<file path="src/rtl/matvec_dmem_loader.sv">
// Streams a matrix-vector problem (rows, cols, column-major matrix, vector) into CPU data memory
// and holds the CPU in reset until the whole image has been written.
module matvec_dmem_loader #(
    parameter int DATA_W   = 32,
    parameter int ADDR_W   = 10,
    parameter int MAT_BASE = 0,
    parameter int VEC_BASE = 512
) (
    input  logic              clk,
    input  logic              rst_n,
    input  logic              start,
    input  logic              in_valid,
    input  logic [DATA_W-1:0] in_data,
    output logic              in_ready,
    output logic              mem_we,
    output logic [ADDR_W-1:0] mem_addr,
    output logic [DATA_W-1:0] mem_wdata,
    output logic              cpu_rst_n,
    output logic              load_done,
    output logic              load_err,
    output logic [ADDR_W:0]   words_written
);

    typedef enum logic [2:0] {
        IDLE, HDR_ROWS, HDR_COLS, CHECK, MATRIX, VECTOR, DONE, ERROR
    } state_t;

    localparam logic [2*ADDR_W-1:0] MAT_SPAN  = (2*ADDR_W)'(VEC_BASE - MAT_BASE);
    localparam logic [DATA_W-1:0]   VEC_SPAN  = DATA_W'((2**ADDR_W) - VEC_BASE);
    localparam logic [ADDR_W-1:0]   ROWS_ADDR = ADDR_W'(MAT_BASE);
    localparam logic [ADDR_W-1:0]   COLS_ADDR = ADDR_W'(MAT_BASE + 1);
    localparam logic [ADDR_W-1:0]   MAT_ADDR  = ADDR_W'(MAT_BASE + 2);
    localparam logic [ADDR_W-1:0]   VEC_ADDR  = ADDR_W'(VEC_BASE);

    state_t              state, state_next;
    logic [DATA_W-1:0]   rows_r, cols_r;
    logic [ADDR_W-1:0]   cnt, mat_last, vec_last;
    logic [2*ADDR_W-1:0] prod;
    logic                hdr_bad, accept, start_ok;

    // Header bits at or above ADDR_W are rejected separately, so the low bits give the exact product.
    assign prod     = {{ADDR_W{1'b0}}, rows_r[ADDR_W-1:0]} * {{ADDR_W{1'b0}}, cols_r[ADDR_W-1:0]};
    assign hdr_bad  = (rows_r == '0) || (cols_r == '0)
                   || (|rows_r[DATA_W-1:ADDR_W]) || (|cols_r[DATA_W-1:ADDR_W])
                   || ((prod + (2*ADDR_W)'(2)) > MAT_SPAN)
                   || (cols_r > VEC_SPAN);
    assign vec_last = cols_r[ADDR_W-1:0] - ADDR_W'(1);
    assign accept   = in_valid && in_ready;
    assign start_ok = start && (state == IDLE || state == DONE || state == ERROR);

    always_ff @(posedge clk or negedge rst_n) begin
        if (!rst_n) state <= IDLE;
        else        state <= state_next;
    end

    always_comb begin
        state_next = state;
        in_ready   = 1'b0;
        case (state)
            IDLE:     if (start) state_next = HDR_ROWS;
            HDR_ROWS: begin
                in_ready = 1'b1;
                if (in_valid) state_next = HDR_COLS;
            end
            HDR_COLS: begin
                in_ready = 1'b1;
                if (in_valid) state_next = CHECK;
            end
            CHECK:    state_next = hdr_bad ? ERROR : MATRIX;
            MATRIX: begin
                in_ready = 1'b1;
                if (in_valid && cnt == mat_last) state_next = VECTOR;
            end
            VECTOR: begin
                in_ready = 1'b1;
                if (in_valid && cnt == vec_last) state_next = DONE;
            end
            DONE, ERROR: if (start) state_next = HDR_ROWS;
            default:  state_next = IDLE;
        endcase
    end

    always_ff @(posedge clk or negedge rst_n) begin
        if (!rst_n) begin
            mem_we        <= 1'b0;
            mem_addr      <= '0;
            mem_wdata     <= '0;
            rows_r        <= '0;
            cols_r        <= '0;
            cnt           <= '0;
            mat_last      <= '0;
            words_written <= '0;
            load_done     <= 1'b0;
            cpu_rst_n     <= 1'b0;
            load_err      <= 1'b0;
        end else begin
            mem_we <= accept;
            if (accept) begin
                mem_wdata <= in_data;
                case (state)
                    HDR_ROWS: begin mem_addr <= ROWS_ADDR; rows_r <= in_data; end
                    HDR_COLS: begin mem_addr <= COLS_ADDR; cols_r <= in_data; end
                    MATRIX:   mem_addr <= MAT_ADDR + cnt;
                    default:  mem_addr <= VEC_ADDR + cnt;
                endcase
            end
            // One counter walks the matrix, then restarts for the vector.
            if (state == CHECK) begin
                cnt      <= '0;
                mat_last <= prod[ADDR_W-1:0] - ADDR_W'(1);
            end else if (accept && (state == MATRIX || state == VECTOR)) begin
                cnt <= (state == MATRIX && cnt == mat_last) ? '0 : cnt + ADDR_W'(1);
            end
            if (start_ok)    words_written <= '0;
            else if (mem_we) words_written <= words_written + (ADDR_W+1)'(1);
            // Registered from DONE so release lands one cycle after the final write.
            load_done <= (state == DONE) && !start;
            cpu_rst_n <= (state == DONE) && !start;
            load_err  <= (state == ERROR) && !start;
        end
    end

endmodule

</file>
<file path="config.mk">
export PLATFORM = sky130hd
export DESIGN_NAME = matvec_dmem_loader
export DESIGN_NICKNAME = d
export VERILOG_FILES = /design/src/rtl/matvec_dmem_loader.sv
export SDC_FILE = /design/constraint.sdc
export NUM_CORES = 1
export LEC_CHECK = 0
export CAP_MARGIN = 20
export CELL_PAD_IN_SITES_DETAIL_PLACEMENT = 0
export CELL_PAD_IN_SITES_GLOBAL_PLACEMENT = 1
export CORE_MARGIN = 10
export CORE_UTILIZATION = 46
export CTS_CLUSTER_SIZE = 12
export DETAILED_ROUTE_END_ITERATION = 12
export GPL_ROUTABILITY_DRIVEN = 0
export PLACE_DENSITY = 0.9
export RECOVER_POWER = 25
export SYNTH_ARGS = -nofsm -noshare
export SYNTH_HDL_FRONTEND = slang
export SYNTH_SLANG_ARGS = --single-unit
</file>
<file path="constraint.sdc">
create_clock -name clk -period 6.65 [get_ports clk]
set_input_delay 1.33 -clock clk [delete_from_list [all_inputs] [get_ports clk]]
set_output_delay 1.33 -clock clk [all_outputs]
set_load 0.02 [all_outputs]
</file>
==> out/writeup.txt, run 1 <==
Setup repair after global routing left no endpoint under its margin. According to the CTS report, the clock sink count is 143. End of the worst register-to-register path: state[1]$_DFFE_PN0P_. The run finished, with violations left. From the final report, the count of setup violators was given as 0. For the number of standard cells reported by yosys, the log shows 1103. After clock tree synthesis, the clock-pin slew on the worst setup and hold paths is 0.06 ns. The critical path is of the reg2reg type. The type of the worst min-delay path was reg2reg. The cell area that synthesis handed to floorplanning was 10560 µm². TritonCTS built the clock tree.

For the number of max-capacitance violations reported, the log shows 1. The total I/O pin count is 94. Sorting the synthesized cells by area gives the leading types as dfrtp_1, fa_1, ha_1. Largest family of logic cells by area: simple AND/OR/NAND/NOR gates.

The number of buffers between clock root and the deepest sink is 2, and the count of input and output buffers is 93. In this run, distinct cell masters in the synthesized netlist total 77. The transition time recorded at the tightest slew-check pin is 4.569 ns.

Per STA, the startpoint of the critical path is rows_r[3]$_DFFE_PN0P_. Across the routed clock network, the largest skew measured is 0.008730 ns. The count of nets left with antenna violations once routing finished came out at 0. The logs give 0.42 ns for the clock network latency to the later pin of the worst-skew pair and 4 for the H-tree level count. The run gives 5 for the total iterations of the first detailed-routing run. Summed over all routing layers, the global router reports a total usage of 18.08%. The final global-route overflow total is 0, and the width of the die is 171.5 µm. The run gives 19.27 mm as the estimated wirelength of the detail-placed design. Excluding fillers, the count of instances in the completed layout stands at 1475.

The net count after synthesis came out at 1264. The script logs the mean routed wire length per placed instance as 17.34 µm. The floorplan has 55 rows. Counting pins that exceed their max-slew limit in the final report gives 85. Fill cells in the final layout number 1996. The checks that failed: capacitance limit, slew limit.

By instance count, the leading cell after synthesis is nand2_1. The average instance in the mapped netlist occupies 9.577 µm². For this run, design rule violations remaining after detail routing come to 0.

The chip occupies 29430 µm². Cells fill 54.64% of the core in the end.
[run 1: per-layer routing]
layer	share of wire [%]	routed length (µm)	GRT usage [%]
met1	45	11580	24.44
met5	0	0	0
met3	4.2	1072	2.957
met4	1.3	344	4.499
met2	49	12580	29.54
[run 1: sequential cells by signal, summed over array words and instances, names as in the netlist]
signal	count
cols_r	32
mat_last	10
state	3
load_err	1
words_written	11
mem_addr	10
rows_r	32
cnt	10
mem_wdata	32
mem_we	1
load_done	1
[run 1: layout make-up]
type	instances	area, µm²	share of cell area [%]
well taps	285	356.6	2.882
clock inverters	15	186.4	1.507
flip-flops and latches	143	3578	28.92
inverters	75	281.5	2.275
repair buffers	114	1102	8.910
clock buffers	17	425.4	3.439
multi-input cells	826	6441	52.06
[run 1: what timing repair did]
| action | in CTS | in global routing |
|---|---|---|
| hold buffers | 0 | 0 |
| resized | 0 | 1 |
| endpoints found under the setup margin | 0 | 2 |
[run 1: worst max-delay path, cell delays in order (launching register included)]
cell and delay [ns]:
dfrtp_1 0.52, and2_1 0.23, fa_1 0.54, inv_1 0.05, fa_1 0.47, fa_1 0.52, fa_1 0.54, inv_1 0.05
fa_1 0.47, ha_1 0.40, and4_1 0.28, a221oi_1 0.30, o21ai_0 0.20, xor2_2 0.30, nand4_4 0.15, or3_1 0.37
o31a_1 0.31, nor4b_4 0.39, a31oi_1 0.14
Run 1, signal wires on met4:
Scale bar: 50 µm.
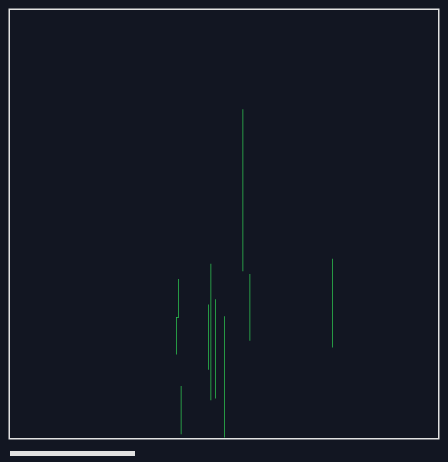
8 nets have wire on it. The layer holds 1.4% of the routed length. The wires run mostly vertical. The longest straight run is 64.6 µm. The layer carries 344 µm of wire.

Run 1, signal wires on met3:
Scale bar: 50 µm.
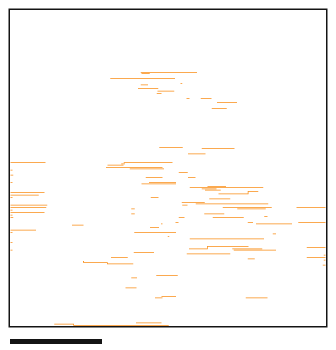
76 nets have wire on it. The layer carries 1070 µm of wire. The wires run mostly horizontal. The longest straight run is 51.5 µm.
met3 track demand over resource in global routing: 2.957%
routed wire length: 25.57 mm
total number of vias: 8016

Run 1, metal 2:
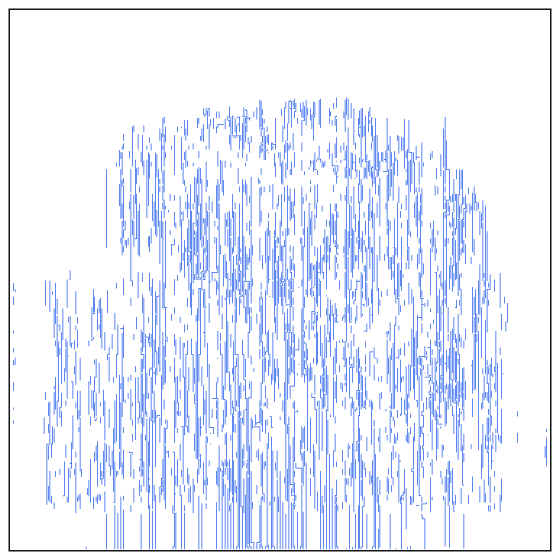
The longest straight run is 60.0 µm. The layer holds 49% of the routed length. The layer carries 12600 µm of wire. 1129 nets have wire on it. The wires run mostly vertical.
GR met2 Demand/Resource: 29.54%

==> run 2, diff against run 1 <==
--- a/config.mk
+++ b/config.mk
@@ -12,8 +12,8 @@
 export CORE_UTILIZATION = 46
 export CTS_CLUSTER_SIZE = 12
 export DETAILED_ROUTE_END_ITERATION = 12
-export GPL_ROUTABILITY_DRIVEN = 0
-export PLACE_DENSITY = 0.9
+export GPL_ROUTABILITY_DRIVEN = 1
+export PLACE_DENSITY_LB_ADDON = 0.15
 export RECOVER_POWER = 25
 export SYNTH_ARGS = -nofsm -noshare
 export SYNTH_HDL_FRONTEND = slang
Run 2, met1 routing:
Scale bar: 50 µm.
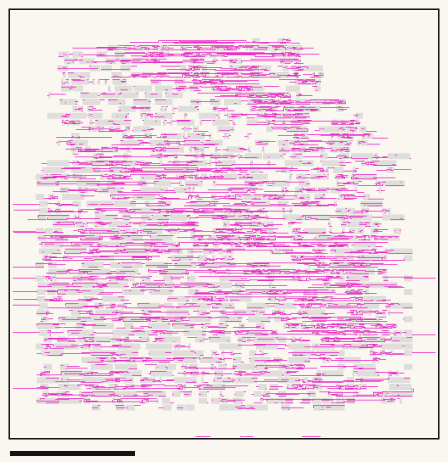
The layer holds 47% of the routed length. 1224 nets have wire on it.

Run 2, signal wires on met4:
Scale bar: 50 µm.
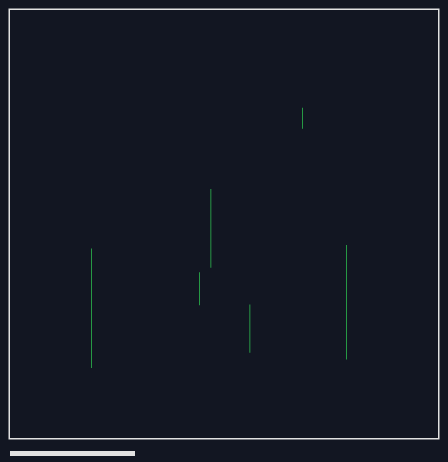
The layer carries 165 µm of wire. 4 nets have wire on it. The wires run mostly vertical. The layer holds 0.64% of the routed length. The longest straight run is 47.6 µm.
routed wire length: 25.65 mm
total number of vias: 7958

==> out/writeup.txt, run 2 <==
The cell with the largest stage delay on the worst path is fa_1 (unchanged). The most used routing layer in global routing is met2 (unchanged). The run gives 4 (was 5) as the total iterations of the first detailed-routing run. Ordered list of cells on the worst path: and2_1 > fa_1 > inv_1 > fa_1 > fa_1 > fa_1 > inv_1 > fa_1 > ha_1 > and2_1 > a2111oi_0 > o2111a_1 > or2_2 > xor2_1 > o311ai_0 > o31a_1 > nor4b_4 > a31oi_1 (was and2_1 > fa_1 > inv_1 > fa_1 > fa_1 > fa_1 > inv_1 > fa_1 > ha_1 > and4_1 > a221oi_1 > o21ai_0 > xor2_2 > nand4_4 > or3_1 > o31a_1 > nor4b_4 > a31oi_1). The post-synthesis average cell area was 9.577 µm² (unchanged).

Clock network latency to the later pin of the worst-skew pair: 0.43 ns (was 0.42 ns). The slew at the pin closest to its max-slew limit was 4.712 ns (was 4.569 ns); the number of pins exceeding their max-slew limit in the final report was 87 (was 85).

Average wire length per cell after detail routing: 17.40 µm (was 17.34 µm). The tools report the overall chip area as 29430 µm² (unchanged). Number of filler instances in the final layout: 2042 (was 1996). The run gives 0 (unchanged) as the number of nets with antenna violations after routing. The met2 routing resource usage after global routing is 29.90% (was 29.54%).

The leading cell type by number of instances after synthesis is nand2_1 (unchanged). For the global-route track usage on met1, the log shows 25.55% (was 24.44%). The tools report the number of max-capacitance violations reported as 1 (unchanged). For the net count after synthesis, the log shows 1264 (unchanged). The number of buffers between clock root and the deepest sink was 2 (unchanged). The logs give 12.14 mm (was 11.58 mm) for the routed length on met1 and 4 (unchanged) for the H-tree level count.

The dominant cell type by count on the critical path was fa_1 (unchanged). The met3 global-route usage came out at 3.438% (was 2.957%). The cell type group with the largest total delay on the critical path is adder cells (unchanged).

The count of cell types in the netlist came out at 77 (unchanged). Violations in the final reports: capacitance limit, slew limit (unchanged). The post-synthesis cell area was 10560 µm² (unchanged). The first element of the critical path was rows_r[3]$_DFFE_PN0P_ (unchanged). The run finished, with violations left. The highest cell delay on the worst timing path is 0.54 ns (about the same). Type of the worst min-delay path: reg2reg (unchanged). The width of the die works out to 171.5 µm (unchanged). The run gives 18.52% (was 18.08%) for the global-route usage over all layers. Path type of the worst setup path: reg2reg (unchanged).

Registers with the most flip-flops: cols_r x32, mem_wdata x32, rows_r x32 (unchanged). Setup repair after global routing left no endpoint under its margin. The run gives 93 (unchanged) for the count of input and output buffers.
run 2: cell counts after synthesis:
No cell type changed its count.
run 2: path summary, 6_finish.rpt:
check                           cells past startpoint                           end
max in group asynchronous                           1        rows_r[23]$_DFFE_PN0P_
worst min register to register                      2     mem_wdata[30]$_DFFE_PN0P_
worst max-delay path                               18          state[1]$_DFFE_PN0P_
min in group asynchronous                           1  words_written[6]$_DFFE_PN0P_
worst max register to register                     18          state[1]$_DFFE_PN0P_
worst min-delay path                                2     mem_wdata[30]$_DFFE_PN0P_
run 2: stage by stage:
stage                     hold slack (ns)  utilization, %  instances
final                              0.4723           54.51       1474
after CTS                          0.4772           54.37       1472
after global placement             0.4565           51.79       1441
after detailed placement           0.4621           51.79       1441
after floorplan                    0.4656               -       1103
after global routing               0.5052           54.51       1474
run 2: logic make-up after synthesis:
family                     after synthesis  share of synthesized area (%)
muxes                                   68                          7.213
DFF                                    143                          33.87
AOI/OAI and AO/OA                      144                          8.919
xor gates and xnor gates                60                          5.188
buffers and inverters                  134                          5.271
and+or+nand+nor                        429                          20.32
adders and majority gates              125                          19.21
run 2: layout make-up:
type,count,share of cell area [%]
multi-input combinational,826,52.32
sequential,143,29.01
timing repair buffer,114,8.770
clock buffer,18,3.478
tap,285,2.890
inverter,75,2.281
clock inverter,13,1.257
run 2: what timing repair did:
item	4_1_cts	5_1_grt
buffers inserted	0	2
gates resized	0	4
setup endpoints to repair	0	2
hold buffers	0	0
==> run 3, diff against run 2 <==
--- a/config.mk
+++ b/config.mk
@@ -5,11 +5,13 @@
 export SDC_FILE = /design/constraint.sdc
 export NUM_CORES = 1
 export LEC_CHECK = 0
+export ABC_AREA = 1
 export CAP_MARGIN = 20
 export CELL_PAD_IN_SITES_DETAIL_PLACEMENT = 0
 export CELL_PAD_IN_SITES_GLOBAL_PLACEMENT = 1
 export CORE_MARGIN = 10
-export CORE_UTILIZATION = 46
+export CORE_UTILIZATION = 44
+export CTS_CLUSTER_DIAMETER = 30
 export CTS_CLUSTER_SIZE = 12
 export DETAILED_ROUTE_END_ITERATION = 12
 export GPL_ROUTABILITY_DRIVEN = 1
Run 3, metal 2:
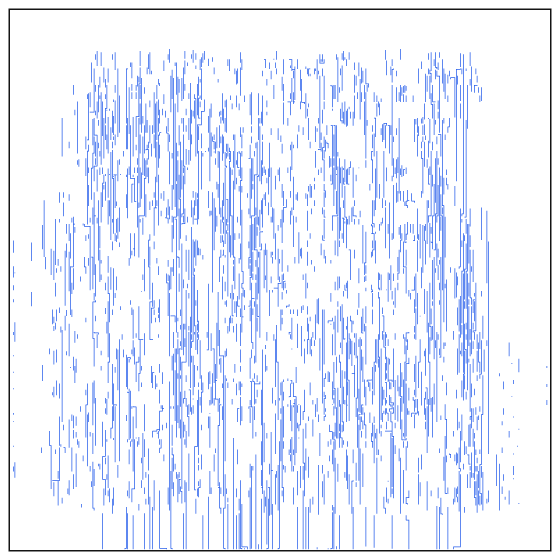
The layer holds 47% of the routed length. The longest straight run is 70.0 µm. The wires run mostly vertical. 1347 nets have wire on it.

Run 3, met1 routing:
Scale bar: 50 µm.
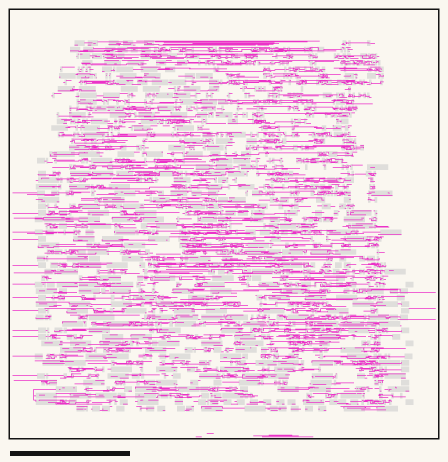
1620 nets have wire on it. The wires run mostly horizontal. The layer carries 13000 µm of wire. The longest straight run is 76.4 µm. The layer holds 49% of the routed length.
routed wire length: 26.81 mm
total number of vias: 9246
global routing usage on met1: 24.15%

==> out/writeup.txt, run 3 <==
The run gives 88 (was 87) for the number of pins exceeding their max-slew limit in the final report. The number of buffers outside the clock class in the layout is 103 (was 114). The flow ran to the end, but the final reports show violations. Total iterations of the first detailed-routing run: 4 (unchanged). Leading cell type by number of instances after synthesis: nand2_1 (unchanged). Setup repair after global routing left no endpoint under its margin. The number of max-capacitance violations reported was 1 (unchanged); the number of clock sinks seen by CTS was 143 (unchanged).

Leading cell category by total area: multi-input combinational cells (unchanged). The clock network contribution to total cell area is 4.585% (was 4.735%). The width of the die works out to 178.4 µm (was 171.5 µm). Most used routing layer in global routing: met2 (unchanged). The detailed-routed wire length on met3 is 951 µm (was 1.046 mm). Violations in the final reports: capacitance limit, slew limit (unchanged). The number of logic inverters in the finished layout was 284 (was 75); the count of input and output buffers was 93 (unchanged). For the net count after synthesis, the log shows 1659 (was 1264). The run gives 21.21 mm (was 19.21 mm) for the estimated wirelength of the detail-placed design. The run gives 6227 µm² (was 6456 µm²) for the area taken by multi-input logic gates. The average wire length per cell after detail routing is 14.03 µm (was 17.40 µm). Top post-synthesis cells by area: dfrtp_1, nand2_1, fa_1 (was dfrtp_1, fa_1, ha_1). Dominant cell type by count on the critical path: nand2_1 (was fa_1).

The count of standard-cell rows came out at 57 (was 55).
[run 3: per-stage QoR]
| step | hold WS, ns | std cells | util, % |
|---|---|---|---|
| floorplan | 0.4451 | 1498 | - |
| finish | 0.4831 | 1911 | 52.50 |
| CTS | 0.4818 | 1910 | 52.45 |
| global route | 0.5010 | 1911 | 52.50 |
| global placement | 0.4588 | 1878 | 50.04 |
| detailed placement | 0.4661 | 1878 | 50.04 |
[run 3: worst max-delay path, delay by kind of cell (launching register included)]
| family | cells | cell delay (ns) |
|---|---|---|
| simple gates | 17 | 1.59 |
| fa+ha+maj | 6 | 2.93 |
| compound gates | 1 | 0.26 |
| buf+inv | 6 | 0.27 |
| flops | 1 | 0.62 |
[run 3: cells by family (layout without fill, tap and decap cells)]
group	count (synthesis)	in the layout	share of synthesized area (%)
compound gates	166	166	7.946
xor+xnor	33	33	2.618
fa+ha+maj	125	125	18.39
buf+inv	330	419	11.26
flops	143	143	32.42
simple gates	701	701	27.37
[run 3: path summary, 6_finish.rpt]
check                                                     to  slack (ns)                      start  cells past startpoint
worst min-delay path               mem_wdata[26]$_DFFE_PN0P_        0.48  mem_wdata[26]$_DFFE_PN0P_                      2
worst max register to register          state[0]$_DFFE_PN0P_        0.86      cols_r[3]$_DFFE_PN0P_                     30
min in group asynchronous       words_written[7]$_DFFE_PN0P_        2.59                      rst_n                      1
worst min register to register     mem_wdata[26]$_DFFE_PN0P_        0.48  mem_wdata[26]$_DFFE_PN0P_                      2
max in group asynchronous              cols_r[3]$_DFFE_PN0P_        1.39                      rst_n                      1
worst max-delay path                    state[0]$_DFFE_PN0P_        0.86      cols_r[3]$_DFFE_PN0P_                     30
